Fig. 1: signal wires by layer
The bar under the picture is 20 um long. Two of the layers only.
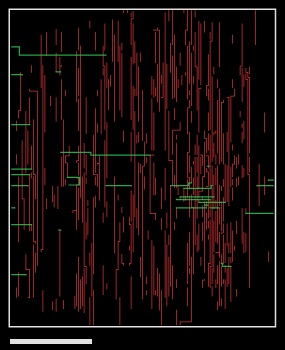
Fig. 2: routing congestion
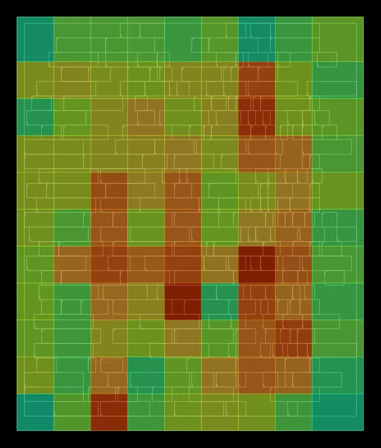
Fig. 3: placed cells, one colour a class
The bar under the picture is 20 um long. Fill, decap, tap and diode cells in grey.
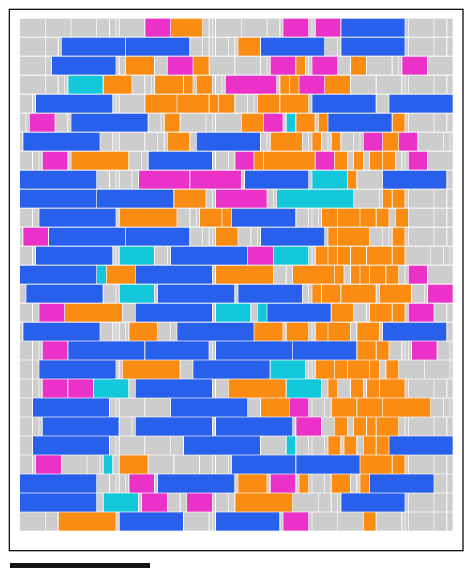
Fig. 4: placement density heat map
The die is cut into 6 by 8 equal tiles; black is low, pale yellow is high, 0 to 100% covered.
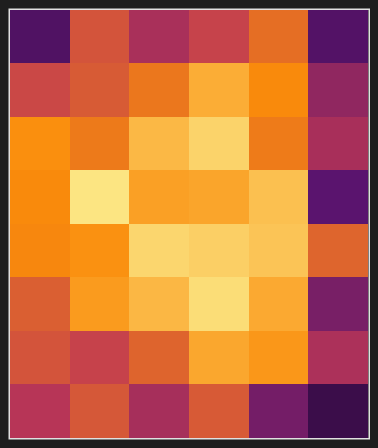
==> config.mk <==
export PLATFORM = sky130hd
export DESIGN_NAME = handshake_tx_ctrl_flat
export DESIGN_NICKNAME = d
export VERILOG_FILES = /design/src/rtl/handshake_tx_ctrl_pkg.sv /design/src/rtl/handshake_tx_ctrl_if.sv /design/src/rtl/handshake_tx_ctrl_sync_fifo.sv /design/src/rtl/handshake_tx_ctrl.sv /design/src/flat_wrapper.sv
export SDC_FILE = /design/constraint.sdc
export NUM_CORES = 1
export LEC_CHECK = 0
export CAP_MARGIN = 20
export CORE_ASPECT_RATIO = 1.2
export CORE_MARGIN = 1
export CORE_UTILIZATION = 56
export CTS_CLUSTER_DIAMETER = 100
export CTS_CLUSTER_SIZE = 24
export DETAILED_ROUTE_END_ITERATION = 16
export HOLD_SLACK_MARGIN = 0.08
export PLACE_DENSITY_LB_ADDON = 0.08
export SYNTH_ARGS = -nofsm -noshare
export SYNTH_HDL_FRONTEND = slang
export SYNTH_SLANG_ARGS = --single-unit
==> constraint.sdc <==
create_clock -name clk -period 2.5 [get_ports clk]
set_input_delay 0.625 -clock clk [delete_from_list [all_inputs] [get_ports clk]]
set_output_delay 0.625 -clock clk [all_outputs]
set_load 0.03 [all_outputs]
==> results.py <==
# Synthesis and PnR figures
metrics = {
    "outcome": {
        "outcome": "finished clean",
    },
    "synth": {
        "most_common_cell": "edfxtp_1",
        "syn-cell-area_mm2": 0.00265,
        "synthTopLogicFamily": "multiplexers",
        "synth-edff-count": 32,
        "synthAdderAreaFrac": 0.0406,
        "top_cells_by_area": "edfxtp_1 36%, dfrtp_1 26%, mux4_2 6.8%, mux2_2 3.8%, ha_1 3.3%",
        "top_cells_by_count": "32 x edfxtp_1, 28 x dfrtp_1, 11 x nand2_1",
        "ys_sh_aoi": 0.0699,
        "ys_chip_area_mm2": 0.00265,
        "yosys_most_used_dff": "edfxtp_1",
        "ys_cells": 181,
        "synthCells": 181,
        "fp_nets": 201,
        "top_cell_area_share": 0.363,
        "ys_sh_xor": 0.0198,
        "ys_seq_elements": 60,
        "ys_sh_mux": 0.114,
        "synth.distinct_cells": 46,
        "synthArstFlopShare": 0.467,
        "ys_sh_simple": 0.106,
        "synth_seq_share": 0.627,
        "syn_area_per_cell_um2": 14.6,
        "top_area_cell": "edfxtp_1",
    },
    "cts": {
        "clock-sinks": 60,
        "post-cts-setup-buffer-count": 0,
        "cts_root_buffer": "clkbuf_8",
        "cts_inserted_buffers": 9,
        "htree_levels": 3,
        "cts_tree": "built",
        "postCtsHoldBufs": 0,
        "clk_latency_ns": 0.32,
        "cts.clk_slew.worst_paths_ns": 0.06,
    },
    "flow_run": {
        "maxCapViolations": 0,
        "tool_warnings": 29,
    },
    "hold_path": {
        "hold_depth": 1,
        "hp-class": "register to register",
    },
    "setup_path": {
        "worst-setup-path-type": "register to output port",
        "slowest_delay_ns": 0.60,
        "rr_worst_depth": 8,
        "crit_path_start_kind": "register",
        "reg2reg_setup_slack_ns": 0.22,
        "crit_chain": "nor3_2 -> nand2_1 -> clkdlybuf4s50_1",
        "cp_top_family": "buffers and inverters",
        "end_kind": "output port",
        "cp.required_ns": 1.88,
        "cp.arrival_ns": 1.75,
    },
    "finish": {
        "lay_top_count": "edfxtp_1",
        "inv_count": 7,
        "drive_gt1_frac": 0.214,
        "final.clkbuf_count": 13,
        "nMultiInputCombCells": 108,
        "clkCellAreaFrac": 0.0568,
        "buf_share": 0.122,
        "stdcell_count": 287,
        "largest_reg_flops": 32,
    },
    "timing": {
        "finalSetupViolCount": 0,
        "holdWs_ns": 0.463,
        "finalCriticalPeriod_ns": 2.38,
        "rsz0062_at_grt": "false",
        "min_period_over_period": 0.950,
        "finClkSkew_ns": 0.00655,
        "hold_viol": 0,
        "timing.final.ws_setup_ns": 0.125,
        "slew_viol_final": 0,
        "max_freq_mhz": 421,
        "setup_tns_ns": 0,
        "relSlewSlack": 0.593,
        "worst_pin_slew_ns": 0.611,
    },
    "power": {
        "p_leak_nw": 1.26,
        "powerSeq_mw": 1.63,
        "ir_drop_mv": 0.689,
        "power_frac_comb": 0.393,
        "top_power_group": "sequential cells",
        "p_switching_mw": 1.41,
        "power_frac_seq": 0.403,
        "switching_share": 0.349,
        "powerComb_mw": 1.59,
    },
    "floorplan": {
        "die_w_um": 64.8,
        "die_h_um": 77.3,
        "dieArea_mm2": 0.00501,
        "ios": 27,
    },
    "placement": {
        "dp_cells": 271,
        "pre_cts_ws_ns": -0.134,
        "dpl.hpwl_mm": 3.34,
    },
    "route": {
        "first_pass_iters": 4,
        "postRouteAntennaNets": 0,
        "dr_wl_met3_um": 153,
        "routed-wl-met2_mm": 2.71,
        "wl_met1_mm": 2.05,
        "top_layer_used": "met4",
        "drtIter0Drc": 135,
        "via_per_inst": 5.75,
    },
    "global_route": {
        "grt_overflow_total": 0,
        "grt_max_degree": 29,
        "antenna_found_initial": 0,
        "met2_usage": 0.388,
        "grt_pass1_wl_mm": 8.42,
    },
}
Back to the opening pictures, Fig. 1:
| colour | layer | wire length |
|---|---|---|
| red | M2 | 2710 um |
| green | M3 | 153 um |
Vias: 1651
Tot GR Track Use: 0.235
Detailed Route WL: 5.00 mm
WL/cell: 17.4 um

Back to the opening pictures, Fig. 2:
GRT Max-Usage Layer: met2
met1 GRT Util: 0.282
met3 usage: 0.0544

Back to the opening pictures, Fig. 3:
| colour | class | cells | share of their area |
|---|---|---|---|
| magenta | remaining buffers and delay cells | 38 | 12% |
| cyan | clock drivers and dummy loads | 16 | 5.8% |
| orange | remaining logic cells | 115 | 30% |
| blue | registers | 60 | 52% |
Rows: 27
Seq/total area: 0.506

Back to the opening pictures, Fig. 4:
tiles over 75% full: 38%
mean over tiles: 64%
densest ninth of the die: centre
emptiest ninth of the die: lower right
fullest tile: 94%
post-layout util: 0.719
Core Box Area: 0.00456 mm^2
Pre-Place Util: 0.581

Power and IR drop assume default switching activity.
